===== config.mk =====
export PLATFORM = sky130hd
export DESIGN_NAME = alu_seq
export DESIGN_NICKNAME = d
export VERILOG_FILES = /design/src/rtl/alu_seq_pkg.sv /design/src/rtl/alu_seq_divstep.sv /design/src/rtl/alu_seq.sv
export SDC_FILE = /design/constraint.sdc
export NUM_CORES = 1
export LEC_CHECK = 0
export CAP_MARGIN = 40
export CORE_ASPECT_RATIO = 0.8
export CORE_MARGIN = 10
export CORE_UTILIZATION = 53
export CTS_CLUSTER_SIZE = 30
export DETAILED_ROUTE_END_ITERATION = 7
export PLACE_DENSITY = 0.79
export SLEW_MARGIN = 0
export SYNTH_ARGS = -nofsm -noshare
export SYNTH_HDL_FRONTEND = slang
export SYNTH_SLANG_ARGS = --single-unit

===== constraint.sdc =====
create_clock -name CLK -period 7.3 [get_ports CLK]
set_input_delay 2.19 -clock CLK [delete_from_list [all_inputs] [get_ports CLK]]
set_output_delay 2.19 -clock CLK [all_outputs]
set_load 0.005 [all_outputs]

===== src/rtl/alu_seq_pkg.sv =====
// Shared opcodes, FSM states and flag bit positions for the sequential ALU.
package alu_seq_pkg;

    localparam logic [3:0] OP_ADD   = 4'h0;
    localparam logic [3:0] OP_SUB   = 4'h1;
    localparam logic [3:0] OP_ADC   = 4'h2;
    localparam logic [3:0] OP_SBB   = 4'h3;
    localparam logic [3:0] OP_DIVU  = 4'h6;
    localparam logic [3:0] OP_AND   = 4'h8;
    localparam logic [3:0] OP_OR    = 4'h9;
    localparam logic [3:0] OP_XOR   = 4'hA;
    localparam logic [3:0] OP_NOTB  = 4'hB;
    localparam logic [3:0] OP_PASSA = 4'hC;
    localparam logic [3:0] OP_NOTA  = 4'hD;
    localparam logic [3:0] OP_ZERO  = 4'hE;
    localparam logic [3:0] OP_ONE   = 4'hF;

    typedef enum logic [1:0] {
        IDLE = 2'd0,
        DIV  = 2'd1,
        FIN  = 2'd2
    } state_e;

    localparam int unsigned FLAG_OVF   = 0;
    localparam int unsigned FLAG_CARRY = 1;
    localparam int unsigned FLAG_ZERO  = 2;
    localparam int unsigned FLAG_ERR   = 3;

endpackage


===== src/rtl/alu_seq_divstep.sv =====
// Combinational restoring-divide step resolving SLICE quotient bits.
module alu_seq_divstep
    import alu_seq_pkg::*;
#(
    parameter int unsigned W     = 32,
    parameter int unsigned SLICE = 1
) (
    input  logic [W-1:0] rem_i,
    input  logic [W-1:0] quo_i,
    input  logic [W-1:0] div_i,
    output logic [W-1:0] rem_o,
    output logic [W-1:0] quo_o
);

    logic [W:0]   r;
    logic [W-1:0] q;

    // rem < divisor on entry, so the shifted remainder always fits in W+1 bits
    always_comb begin
        r = {1'b0, rem_i};
        q = quo_i;
        for (int i = 0; i < int'(SLICE); i++) begin
            r = {r[W-1:0], q[W-1]};
            q = {q[W-2:0], 1'b0};
            if (r >= {1'b0, div_i}) begin
                r    = r - {1'b0, div_i};
                q[0] = 1'b1;
            end
        end
        rem_o = r[W-1:0];
        quo_o = q;
    end

endmodule


===== src/rtl/alu_seq.sv =====
// Sequential ALU: single-cycle logic/arith ops plus optional multi-cycle
// unsigned divider compiled in with ALU_SEQ_DIV_EN.
module alu_seq
    import alu_seq_pkg::*;
#(
    parameter int unsigned W     = 32,
    parameter int unsigned SLICE = 1
) (
    input  logic         CLK,
    input  logic         RST,
    input  logic         START,
    input  logic [3:0]   INST,
    input  logic [W-1:0] A,
    input  logic [W-1:0] B,
    output logic         BUSY,
    output logic         DONE,
    output logic [W-1:0] Z,
    output logic [W-1:0] R,
    output logic [3:0]   FLAGS
);

    if (W < 8 || W > 64 || (SLICE != 1 && SLICE != 2) || (W % SLICE) != 0) begin : g_param_err
        $error("alu_seq: illegal W/SLICE combination");
    end

    logic [W-1:0] z_q, z_d, r_q, r_d;
    logic [3:0]   flags_q, flags_d;
    logic         done_q, done_d;
    logic         carry_q, carry_d;
    logic         take_c;

    logic         sub_c, cin_c, op_arith_c, op_err_c;
    logic [W-1:0] b_op_c, op_z_c, op_r_c;
    logic [W:0]   sum_c;
    logic [3:0]   op_flags_c;

    // One shared adder: subtract variants use A + ~B + cin
    assign sub_c  = (INST == OP_SUB) || (INST == OP_SBB);
    assign cin_c  = (INST == OP_ADD) ? 1'b0 : (INST == OP_SUB) ? 1'b1 : carry_q;
    assign b_op_c = sub_c ? ~B : B;
    assign sum_c  = {1'b0, A} + {1'b0, b_op_c} + {{W{1'b0}}, cin_c};

    always_comb begin : op_decode
        op_z_c     = '0;
        op_r_c     = '0;
        op_err_c   = 1'b0;
        op_arith_c = 1'b0;
        op_flags_c = '0;
        case (INST)
            OP_ADD, OP_SUB, OP_ADC, OP_SBB: begin
                op_arith_c = 1'b1;
                op_z_c     = sum_c[W-1:0];
            end
            OP_AND:   op_z_c = A & B;
            OP_OR:    op_z_c = A | B;
            OP_XOR:   op_z_c = A ^ B;
            OP_NOTB:  op_z_c = ~B;
            OP_PASSA: op_z_c = A;
            OP_NOTA:  op_z_c = ~A;
            OP_ZERO:  op_z_c = '0;
            OP_ONE:   op_z_c = W'(1);
`ifdef ALU_SEQ_DIV_EN
            // Only reached as a single-cycle op for a zero divisor
            OP_DIVU: begin
                op_z_c   = '1;
                op_r_c   = A;
                op_err_c = 1'b1;
            end
`endif
            default:  op_err_c = 1'b1;
        endcase
        if (op_err_c) begin
            op_flags_c[FLAG_ERR] = 1'b1;
        end else begin
            op_flags_c[FLAG_ZERO] = (op_z_c == '0);
            if (op_arith_c) begin
                op_flags_c[FLAG_CARRY] = sum_c[W];
                op_flags_c[FLAG_OVF]   = (A[W-1] == b_op_c[W-1]) && (sum_c[W-1] != A[W-1]);
            end
        end
    end

`ifdef ALU_SEQ_DIV_EN
    localparam int unsigned STEPS = W / SLICE;
    localparam int unsigned CW    = $clog2(STEPS);

    state_e       state_q, state_d;
    logic [CW-1:0] cnt_q, cnt_d;
    logic [W-1:0] rem_q, rem_d, quo_q, quo_d, dvs_q, dvs_d;
    logic [W-1:0] step_rem_c, step_quo_c;
    logic         busy_q, busy_d;

    alu_seq_divstep #(
        .W     (W),
        .SLICE (SLICE)
    ) u_divstep (
        .rem_i (rem_q),
        .quo_i (quo_q),
        .div_i (dvs_q),
        .rem_o (step_rem_c),
        .quo_o (step_quo_c)
    );
`endif

    always_comb begin : next_state
        z_d     = z_q;
        r_d     = r_q;
        flags_d = flags_q;
        carry_d = carry_q;
        done_d  = 1'b0;
        take_c  = 1'b0;
`ifdef ALU_SEQ_DIV_EN
        state_d = state_q;
        cnt_d   = cnt_q;
        rem_d   = rem_q;
        quo_d   = quo_q;
        dvs_d   = dvs_q;
        case (state_q)
            IDLE: begin
                if (START) begin
                    if (INST == OP_DIVU && B != '0) begin
                        state_d = DIV;
                        cnt_d   = '0;
                        rem_d   = '0;
                        quo_d   = A;
                        dvs_d   = B;
                    end else begin
                        take_c = 1'b1;
                    end
                end
            end
            DIV: begin
                rem_d = step_rem_c;
                quo_d = step_quo_c;
                cnt_d = cnt_q + CW'(1);
                if (cnt_q == CW'(STEPS - 1)) begin
                    state_d             = FIN;
                    z_d                 = step_quo_c;
                    r_d                 = step_rem_c;
                    flags_d             = '0;
                    flags_d[FLAG_ZERO]  = (step_quo_c == '0);
                    done_d              = 1'b1;
                end
            end
            FIN:     state_d = IDLE;
            default: state_d = IDLE;
        endcase
        busy_d = (state_d != IDLE);
`else
        take_c = START;
`endif
        if (take_c) begin
            z_d     = op_z_c;
            r_d     = op_r_c;
            flags_d = op_flags_c;
            done_d  = 1'b1;
            if (op_arith_c) begin
                carry_d = sum_c[W];
            end
        end
    end

    always_ff @(posedge CLK) begin
        if (RST) begin
            z_q     <= '0;
            r_q     <= '0;
            flags_q <= '0;
            done_q  <= 1'b0;
            carry_q <= 1'b0;
`ifdef ALU_SEQ_DIV_EN
            state_q <= IDLE;
            cnt_q   <= '0;
            rem_q   <= '0;
            quo_q   <= '0;
            dvs_q   <= '0;
            busy_q  <= 1'b0;
`endif
        end else begin
            z_q     <= z_d;
            r_q     <= r_d;
            flags_q <= flags_d;
            done_q  <= done_d;
            carry_q <= carry_d;
`ifdef ALU_SEQ_DIV_EN
            state_q <= state_d;
            cnt_q   <= cnt_d;
            rem_q   <= rem_d;
            quo_q   <= quo_d;
            dvs_q   <= dvs_d;
            busy_q  <= busy_d;
`endif
        end
    end

    assign Z     = z_q;
    assign R     = r_q;
    assign FLAGS = flags_q;
    assign DONE  = done_q;
`ifdef ALU_SEQ_DIV_EN
    assign BUSY  = busy_q;
`else
    assign BUSY  = 1'b0;
`endif

endmodule


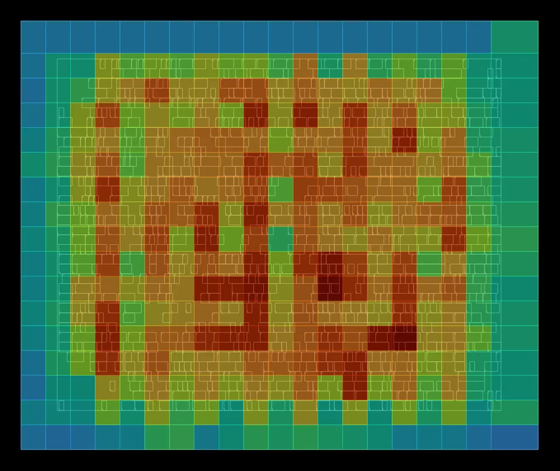
congestion_map.png
met3 routing resource usage after global routing: 5.679%
met1 capacity usage during global routing: 36.54%
most used routing layer: met1

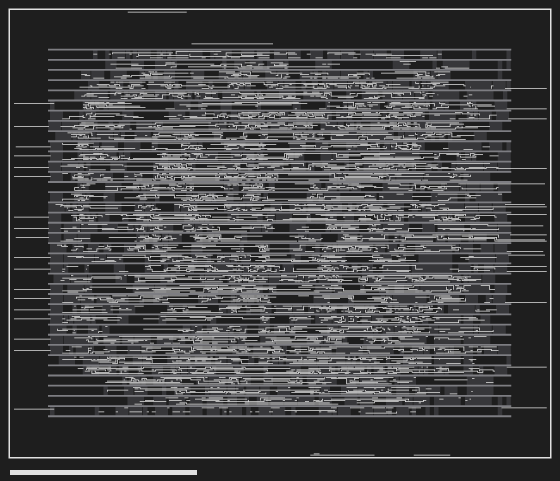
m1.png
Scale bar: 50 µm. Supply wires on this layer in grey. Cells faint in the background.
The longest straight run is 41.4 µm. The wires run mostly horizontal.
final wirelength: 22.10 mm
routed vias: 6885

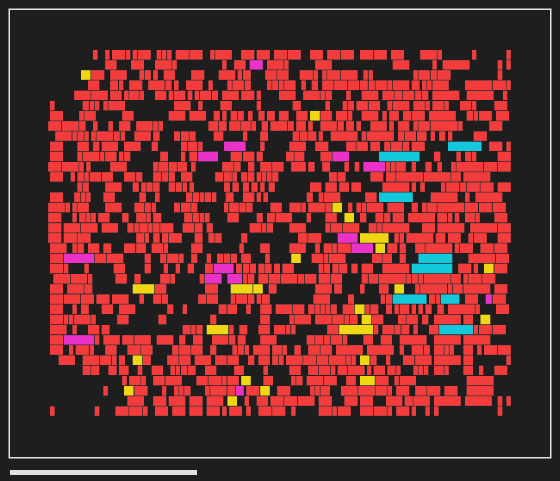
sizing.png
Scale bar: 50 µm.
x2: shown in magenta, cells 14, share 1.4%. x3 and x4: shown in yellow, cells 24, share 2.5%. x6 and larger: shown in cyan, cells 8, share 0.82%. x1 and smaller: shown in red, cells 924, share 95%.

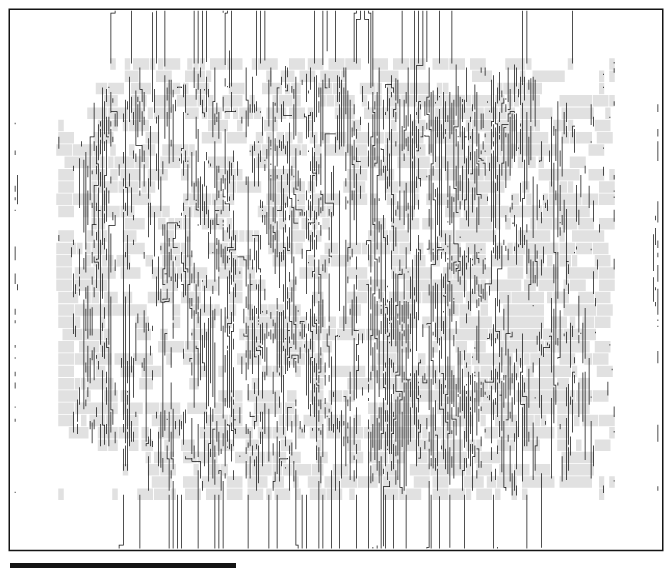
m2.png
Scale bar: 50 µm. Cells faint in the background.
The longest straight run is 45.9 µm. 920 nets have wire on it. The wires run mostly vertical. The layer holds 40% of the routed length.

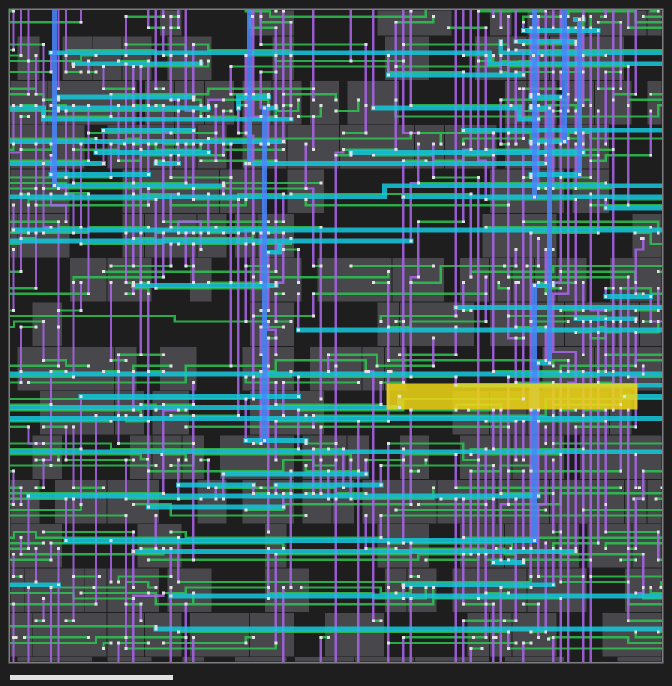
closeup.png
Scale bar: 10 µm. Region (52, 16) to (92, 56) µm. Cells in grey, sequential cells in the stronger grey; small squares are vias.
M2: shown in purple. M5: shown in yellow. M3: shown in cyan. M1: shown in green. M4: shown in blue.
Sequential cells in the window: 0. 144 logic cells have their middle in the window. Most frequent: ha_1 (16), nor2_1 (13), inv_1 (12).

==> run notes <==
### Floorplanning
- **count of inserted tapcells** 152
- **CORE AREA** 12120 µm²
- **core utilization before placement** 54.00%
- **vertical die dimension** 119.4 µm
- **row cnt** 36
- **I/O pin total** 141

### Cells and area
- **total of clock buffers placed in the layout** 6
- **Gate Area** 5122 µm²
- **inverter count of the layout excluding clock inverters** 80
- **area taken by flip-flops and latches** 760.7 µm²
- **Comb area share** 65.89%
- **Top cell excl fill/tap** clkdlybuf4s50_1
- **final standard cell area without fillers** 7774 µm²
- **antenna diode instance count** 0
- **cell group occupying the most layout area** multi-input combinational cells
- **max FFs per register** 32
- **count of buffers not belonging to the clock network in the layout** 125
- **portion of the layout cell area used by non-clock buffers** 15.45%
- **clock-cell share of area** 2.559%
- **area added between synthesis and finish** 18.82%

### STA
- **number of hold violations in the final report** 0
- **Peak Freq** 150.6 MHz
- **unrepaired setup endpoints after global routing** false
- **final max-slew violation count** 0
- **post-route worst hold slack** 0.4665 ns
- **Final min period** 6.639 ns
- **worst slew margin relative to its limit** 47.40%
- **number of failing setup endpoints in the final timing report** 0
- **post-route worst setup slack** 0.6613 ns
- **post-layout period usage of the worst path** 90.94%

### Drt
- **wire length on met1** 10.23 mm
- **routed wire length on met3** 2.612 mm
- **routed length on met2** 8.915 mm
- **max layer used** met5
- **routed len/inst** 19.70 µm

### Pwr
- **IR drop worst, VDD** 0.1295 mV
- **combinational-cell power consumption** 0.561 mW
- **total power divided by cell area** 138.8 nW/µm²
- **combinational share of power** 52.0%
- **part of the total power dissipated in the clock network** 26.4%
- **total chip power** 1.079 mW
- **cell-internal power** 0.6601 mW
- **highest-power group** combinational logic
- **part of the total power dissipated in sequential elements** 21.6%
- **power in the clock group** 0.285 mW
- **Net Sw Power** 0.4190 mW

### Setup path
- **kind of start point of the critical path** primary input
- **startpoint of the lowest-slack register-to-register path** carry_q
- **data arrival time of the critical path** 6.83 ns
- **R2R cell count** 15
- **Worst Path Class, Setup** primary input to flop
- **slowest cell delay on critical path** 0.62 ns
- **CP Launch Point** INST[3]

### Global routing
- **antenna violations before repair** 1
- **pin count of the biggest net entering global routing** 62
- **vias in the first global route** 6497
- **first-pass GRT wire length** 34.89 mm
- **global routing usage summed across all routing layers** 24.66%
- **met2 global-route usage** 35.02%

### Logic synthesis
- **Gate Count Post-Synth** 893
- **xor-xnor portion of the synthesized cell area** 8.434%
- **top cell type's share of synthesized area** 18.17%
- **Mean Syn Cell Area** 7.326 µm²
- **Largest cells by area** ha_1 18%, dfxtp_1 12%, xnor2_1 6.4%
- **yosys stat cell total** 893
- **part of the Yosys area used for sequential elements** 11.63%
- **yosys-reported design area after synthesis** 6543 µm²
- **Async S/R FF share, synth** 0%
- **Post-synth top cells** 95 x ha_1, 86 x nor2_1, 80 x inv_1
- **prevailing post-synth register cell** dfxtp_1
- **Mux area share** 3.461%
- **most area-hungry cell type in the Yosys netlist** ha_1
- **synthesis warning total** 0
- **flops out of synthesis** 38

### Clock tree
- **clock transition at the register clock pins on the worst setup and hold paths after CTS** 0.06 ns
- **buffer count from post-CTS setup fixing** 0
- **TritonCTS clock tree** built
- **total of hold buffers inserted after clock tree synthesis** 0
- **Skew-Pair Late Insertion Delay** 0.28 ns
- **maximum level of the CTS H-tree** 2
- **CTS-repair resized insts** 0

### Outcome
- **result of the run** finished, final reports clean

### Worst hold path
- **Cells on Worst Hold Path** 2
- **capture endpoint of the worst hold path** Z[29]

### Placement
- **total of buffers placed on input and output ports** 107
- **half-perimeter wire length after placement** 17.67 mm

### Flow run
- **max-capacitance violation count** 0

Power and IR drop assume default switching activity.
